<file path="config.mk">
export PLATFORM = sky130hd
export DESIGN_NAME = muldiv_unit
export DESIGN_NICKNAME = d
export VERILOG_FILES = /design/src/rtl/muldiv_pkg.sv /design/src/rtl/muldiv_step.sv /design/src/rtl/muldiv_unit.sv
export SDC_FILE = /design/constraint.sdc
export NUM_CORES = 1
export LEC_CHECK = 0
export ABC_AREA = 1
export ABC_CLOCK_PERIOD_IN_PS = 5800
export CAP_MARGIN = 10
export CORE_ASPECT_RATIO = 0.5
export CORE_UTILIZATION = 50
export CTS_CLUSTER_SIZE = 16
export DETAILED_ROUTE_END_ITERATION = 10
export PLACE_DENSITY = 0.71
export SYNTH_ARGS = -nofsm -noshare
export SYNTH_HDL_FRONTEND = slang
export SYNTH_SLANG_ARGS = --single-unit
</file>
<file path="constraint.sdc">
create_clock -name clk -period 5.8 [get_ports clk]
set_input_delay 1.45 -clock clk [delete_from_list [all_inputs] [get_ports clk]]
set_output_delay 1.45 -clock clk [all_outputs]
set_load 0.005 [all_outputs]
</file>
<file path="src/rtl/muldiv_pkg.sv">
// Shared types and constants for the iterative multiply/divide unit.
package muldiv_pkg;

    typedef enum logic [1:0] {
        ST_IDLE = 2'd0,
        ST_RUN  = 2'd1,
        ST_DONE = 2'd2
    } state_e;

    localparam logic ALU_OP_DIV = 1'b0;
    localparam logic ALU_OP_MUL = 1'b1;

    localparam int unsigned MULDIV_WIDTH = 16;

endpackage

</file>
<file path="src/rtl/muldiv_step.sv">
// One combinational iteration: shift-add multiply step or restoring divide step.
module muldiv_step
    import muldiv_pkg::*;
#(
    parameter int unsigned L = MULDIV_WIDTH
) (
    input  logic         op_i,
    input  logic [L-1:0] hi_i,
    input  logic [L-1:0] lo_i,
    input  logic [L-1:0] aux_i,
    input  logic [L-1:0] operand_i,
    output logic [L-1:0] hi_o,
    output logic [L-1:0] lo_o,
    output logic [L-1:0] aux_o
);

    logic [L:0] sum_s;
    logic [L:0] rem_sh_s;
    logic [L:0] diff_s;

    // Next accumulator/remainder, low half/quotient and multiplier for the selected op
    always_comb begin
        sum_s    = {1'b0, hi_i} + {1'b0, operand_i};
        rem_sh_s = {hi_i, lo_i[L-1]};
        diff_s   = rem_sh_s - {1'b0, operand_i};
        hi_o     = hi_i;
        lo_o     = lo_i;
        aux_o    = aux_i;
        case (op_i)
            ALU_OP_MUL: begin
                // The carry out of the add becomes the new top bit after the shift
                if (aux_i[0]) begin
                    hi_o = sum_s[L:1];
                    lo_o = {sum_s[0], lo_i[L-1:1]};
                end else begin
                    hi_o = {1'b0, hi_i[L-1:1]};
                    lo_o = {hi_i[0], lo_i[L-1:1]};
                end
                aux_o = {1'b0, aux_i[L-1:1]};
            end
            ALU_OP_DIV: begin
                if (!diff_s[L]) begin
                    hi_o = diff_s[L-1:0];
                    lo_o = {lo_i[L-2:0], 1'b1};
                end else begin
                    hi_o = rem_sh_s[L-1:0];
                    lo_o = {lo_i[L-2:0], 1'b0};
                end
                aux_o = aux_i;
            end
            default: begin
                hi_o  = hi_i;
                lo_o  = lo_i;
                aux_o = aux_i;
            end
        endcase
    end

endmodule

</file>
<file path="src/rtl/muldiv_unit.sv">
// Iterative unsigned multiply/divide unit: FSM, iteration counter and registered results.
module muldiv_unit
    import muldiv_pkg::*;
#(
    parameter int unsigned L = MULDIV_WIDTH
) (
    input  logic         clk,
    input  logic         rst,
    input  logic         start,
    input  logic         alu_op,
    input  logic [L-1:0] operand_a,
    input  logic [L-1:0] operand_b,
    output logic         busy,
    output logic         done,
    output logic [L-1:0] result,
    output logic [L-1:0] result_hi,
    output logic         overflow,
    output logic         div_by_zero,
    output logic         zero
);

    localparam int unsigned  LAST     = L - 1;
    localparam logic [L-1:0] CNT_LAST = LAST[L-1:0];
    localparam logic [L-1:0] CNT_ONE  = {{(L-1){1'b0}}, 1'b1};

    state_e       state_q, state_d;
    logic [L-1:0] cnt_q, cnt_d;
    logic         op_q, op_d;
    logic [L-1:0] opnd_q, opnd_d;
    logic [L-1:0] hi_q, hi_d;
    logic [L-1:0] lo_q, lo_d;
    logic [L-1:0] aux_q, aux_d;
    logic [L-1:0] result_q, result_d;
    logic [L-1:0] result_hi_q, result_hi_d;
    logic         ovf_q, ovf_d;
    logic         dbz_q, dbz_d;
    logic         zero_q, zero_d;
    logic         busy_q, busy_d;
    logic         done_q, done_d;

    logic [L-1:0] step_hi_s;
    logic [L-1:0] step_lo_s;
    logic [L-1:0] step_aux_s;

    muldiv_step #(.L(L)) u_step (
        .op_i      (op_q),
        .hi_i      (hi_q),
        .lo_i      (lo_q),
        .aux_i     (aux_q),
        .operand_i (opnd_q),
        .hi_o      (step_hi_s),
        .lo_o      (step_lo_s),
        .aux_o     (step_aux_s)
    );

    // Next-state, datapath loading and final result capture
    always_comb begin
        state_d     = state_q;
        cnt_d       = cnt_q;
        op_d        = op_q;
        opnd_d      = opnd_q;
        hi_d        = hi_q;
        lo_d        = lo_q;
        aux_d       = aux_q;
        result_d    = result_q;
        result_hi_d = result_hi_q;
        ovf_d       = ovf_q;
        dbz_d       = dbz_q;
        zero_d      = zero_q;
        case (state_q)
            ST_IDLE, ST_DONE: begin
                if (start) begin
                    op_d  = alu_op;
                    cnt_d = {L{1'b0}};
                    hi_d  = {L{1'b0}};
                    // Divide by zero bypasses the iterations and reports immediately
                    if ((alu_op == ALU_OP_DIV) && (operand_b == {L{1'b0}})) begin
                        state_d     = ST_DONE;
                        opnd_d      = {L{1'b0}};
                        lo_d        = {L{1'b0}};
                        aux_d       = {L{1'b0}};
                        result_d    = {L{1'b1}};
                        result_hi_d = operand_a;
                        ovf_d       = 1'b0;
                        dbz_d       = 1'b1;
                        zero_d      = 1'b0;
                    end else if (alu_op == ALU_OP_MUL) begin
                        state_d = ST_RUN;
                        opnd_d  = operand_a;
                        lo_d    = {L{1'b0}};
                        aux_d   = operand_b;
                    end else begin
                        state_d = ST_RUN;
                        opnd_d  = operand_b;
                        lo_d    = operand_a;
                        aux_d   = {L{1'b0}};
                    end
                end else begin
                    state_d = ST_IDLE;
                end
            end
            ST_RUN: begin
                hi_d  = step_hi_s;
                lo_d  = step_lo_s;
                aux_d = step_aux_s;
                cnt_d = cnt_q + CNT_ONE;
                if (cnt_q == CNT_LAST) begin
                    state_d     = ST_DONE;
                    result_d    = step_lo_s;
                    result_hi_d = step_hi_s;
                    ovf_d       = (op_q == ALU_OP_MUL) && (step_hi_s != {L{1'b0}});
                    dbz_d       = 1'b0;
                    zero_d      = (step_lo_s == {L{1'b0}});
                end else begin
                    state_d = ST_RUN;
                end
            end
            default: begin
                state_d = ST_IDLE;
            end
        endcase
        busy_d = (state_d == ST_RUN);
        done_d = (state_d == ST_DONE);
    end

    // State, datapath and output registers with synchronous reset
    always_ff @(posedge clk) begin
        if (rst) begin
            state_q     <= ST_IDLE;
            cnt_q       <= {L{1'b0}};
            op_q        <= 1'b0;
            opnd_q      <= {L{1'b0}};
            hi_q        <= {L{1'b0}};
            lo_q        <= {L{1'b0}};
            aux_q       <= {L{1'b0}};
            result_q    <= {L{1'b0}};
            result_hi_q <= {L{1'b0}};
            ovf_q       <= 1'b0;
            dbz_q       <= 1'b0;
            zero_q      <= 1'b0;
            busy_q      <= 1'b0;
            done_q      <= 1'b0;
        end else begin
            state_q     <= state_d;
            cnt_q       <= cnt_d;
            op_q        <= op_d;
            opnd_q      <= opnd_d;
            hi_q        <= hi_d;
            lo_q        <= lo_d;
            aux_q       <= aux_d;
            result_q    <= result_d;
            result_hi_q <= result_hi_d;
            ovf_q       <= ovf_d;
            dbz_q       <= dbz_d;
            zero_q      <= zero_d;
            busy_q      <= busy_d;
            done_q      <= done_d;
        end
    end

    assign busy        = busy_q;
    assign done        = done_q;
    assign result      = result_q;
    assign result_hi   = result_hi_q;
    assign overflow    = ovf_q;
    assign div_by_zero = dbz_q;
    assign zero        = zero_q;

endmodule

</file>
==> flow_summary.yaml <==
# implementation run metrics
run_status:
  status: "completed"
critical_path:
  startpoint: "start"
  slowest_delay_ns: 0.49
  path_cells: "clkdlybuf4s50_1 -> nand2_1 -> buf_4 -> inv_1 -> nand2_1 -> nand2_1 -> buf_4 -> inv_1 -> a21oi_1 -> a21oi_1"
  endpoint_kind: "flop"
  worstPathArrival_ns: 4.01
  r2r-start: "lo_q[15]"
  path_max_fanout: 33
  crit_slowest_cell: "inv_1"
  rr_worst_depth: 20
  cp.required_ns: 6.09
  cp_top_family: "buffers and inverters"
  r2r_slack_ns: 2.57
  cp_num_buf_inv: 5
  cp-endpoint: "result_hi[5]"
detailed_routing:
  drc: 0
  antenna_left: 0
  num_vias: 8345
  drtIter0Drc: 881
  drt_wl_total_um: 24500
  route.detailed.wl_per_inst_um: 16.8
synthesis:
  yosysWarnings: 0
  topCombFamilyByArea: "simple AND/OR/NAND/NOR gates"
  syn_nets: 1269
  syn_area_sq_mm: 0.00764
  synthArstFlopShare: 0
  ys_sh_xor: 0.0115
  flop_cell: "dfxtp_1"
  synthMuxAreaShare: 0.00262
  synth.cellmix.simpleShare: 0.322
  yosys_area_sq_mm: 0.00764
  edf_count: 0
  yosys.area_share.adder: 0.0593
  syn_inst: 1198
floorplan:
  num_rows: 31
  chip_area_sq_mm: 0.0158
  initCoreUtil: 0.520
final_layout:
  drive_gt1_frac: 0.0550
  lay_top_count: "nand2_1"
  final_cell_mix: "nand2_1 (367), inv_1 (137), dfxtp_1 (120), a21oi_1 (106), nand3_1 (102)"
  num-fill-cells: 1394
  diodes: 0
  area_growth_pct: 18.7
global_routing:
  antenna_found_initial: 0
  grt_use_total: 0.316
  grt_max_degree: 64
  grt_overflow_total: 0
  grt_pass1_wl_um: 38200
final_timing:
  fin_worst_skew_ns: 0.00645
  relSlewSlack: 0.543
  finalSetupViolations: 0
  period_used_share: 0.640
  fmax_ghz: 0.269
  slew_violations: 0
  fin_ws_ns: 2.09
  finalCriticalPeriod_ns: 3.71
  worstMarginPinSlew_ns: 0.686
clock_tree:
  post_cts_resized: 0
  clockRootBuffer: "clkbuf_16"
  cts_buffer_depth: 2
  cts-htree-levels: 4
  hold_buffers: 0
placed_design:
  place_ws_ns: 1.75
  place_congestion: 0.962
power_and_ir_drop:
  leakage_uw: 0.00402
flow_run:
  warning_count: 26
  cap_violations: 0
worst_hold_path:
  hold_path_class: "reg2reg"
-- area by class of cell --
cell class | instances | area (sq um) | share of cell area
Clock inverter | 13 | 173 | 0.0190
Clock buffer | 19 | 443 | 0.0488
Multi-Input combinational cell | 878 | 4480 | 0.494
Sequential cell | 120 | 2400 | 0.265
Inverter | 141 | 529 | 0.0583
Timing Repair Buffer | 83 | 798 | 0.0880
Tap cell | 198 | 248 | 0.0273
-- kinds of logic after synthesis --
kind of cell / after synthesis
buf+inv: 200
mux: 2
simple gates: 579
compound gates: 252
flops: 120
fa+ha+maj: 35
xor+xnor: 10
-- flip-flops by register name (all words and copies together) (netlist names) --
signal and cells:
state_q 2, busy 1, lo_q 16, done 1, div_by_zero 1, opnd_q 16, hi_q 16, overflow 1
op_q 1, cnt_q 16, result_hi 16, aux_q 16, result 16, zero 1
-- metrics by stage --
stage	utilization	instance area (sq um)	power, uW
after CTS	0.617	9070	4440
final	0.617	9070	4480
after detailed placement	0.575	8460	3360
after floorplan	-	7640	2760
after global routing	0.617	9070	4820
after global placement	0.575	8460	3320
-- how the worst min path moves through the flow --
stage                     startpoint         to  cells past startpoint
after floorplan            cnt_q[14]  cnt_q[15]                      1
after detailed placement   cnt_q[14]  cnt_q[15]                      1
after CTS                       zero       zero                      2
after global routing            zero       zero                      2
final                           zero       zero                      2
after global placement     cnt_q[14]  cnt_q[15]                      1
-- tightest hold or removal path, cell delays in order, from the launching register on --
cell	delay [ns]
dfxtp_1	0.31
nand2_1	0.06
a21oi_1	0.05
-- report_power, final --
group | internal, uW | leakage, uW | switching, uW
sequential | 894 | 0.000975 | 93.4
combinational | 771 | 0.00276 | 1640
clock | 691 | 0.000286 | 394
total | 2360 | 0.00402 | 2120
-- metal layers --
metal / global-route usage / up-vias / part of all wire
li1: - / 4064 / -
met1: 0.454 / 3848 / 0.47
met2: 0.491 / 403 / 0.43
met3: 0.0442 / 30 / 0.087
met4: 0.0948 / 0 / 0.016
met5: 0 / - / 0
-- synth_stat cells, types with 3 or more instances --
cell type  count  share of area
a21oi_1      106          0.069
nor3_1        10         0.0066
o211ai_1       6         0.0059
nand4_1        9         0.0074
nand2_4        3         0.0044
a31oi_1       33          0.027
xor2_1         3         0.0034
buf_1         11         0.0054
a221oi_1       3         0.0034
dfxtp_1      120           0.31
o21ai_0       67          0.044
buf_2          5         0.0033
nor4_1         5         0.0041
clkbuf_1      42          0.021
nand3_1      102          0.067
o21bai_1       6         0.0059
nand3b_1       3         0.0029
o221ai_1      16          0.018
inv_1        137          0.067
nor2_1        62          0.030
inv_2          4         0.0020
nand2_2        7         0.0057
ha_1          33          0.054
nand2_1      367           0.18
xnor2_1        7         0.0080
nand3_2        4         0.0052
gate_families.png
Drawn at 2 px/um.
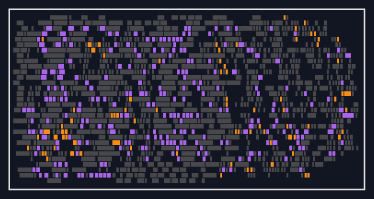
[inverting AOI/OAI gates] purple | cells: 247 | most used: a21oi_1 | where: widely spread
[NOR gates] orange | cells: 80 | most used: nor2_1 | where: widely spread
Final Instance Count excl. Fillers: 1452
fraction of area in multi-input gates: 0.494

pdn.png
Drawn at 3 px/um. Pins as bars on the die edge.
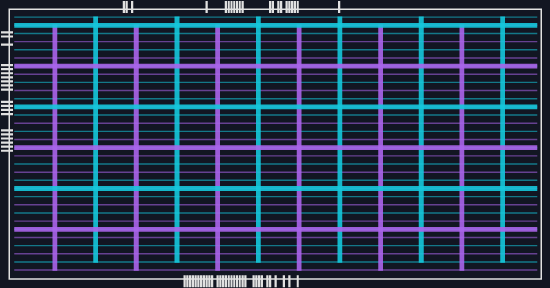
[VSS] purple
[VDD] cyan
signal pins: 73
rows: 31
met5 straps: 6
met1 rails: 32
Die Wd: 177 um
maximum VDD drop: 0.219 mV
core area: 0.0147 sq mm
Die Y-Extent: 89.4 um

metal_stack.png
Drawn at 4 px/um.
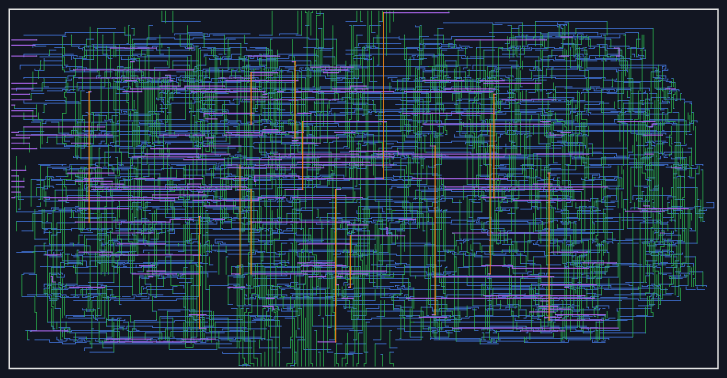
[met1] blue | wire length: 11500 um
[met2] green | wire length: 10400 um
[met4] orange | wire length: 392 um
[met3] purple | wire length: 2120 um

final_clocks.png
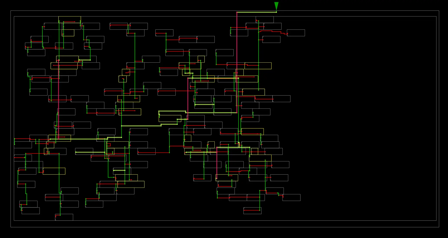
CTS Sinks: 120
clock latency on the worst-skew pair: 0.41 ns

No activity file was given, so power comes from the tool's default toggle rates.
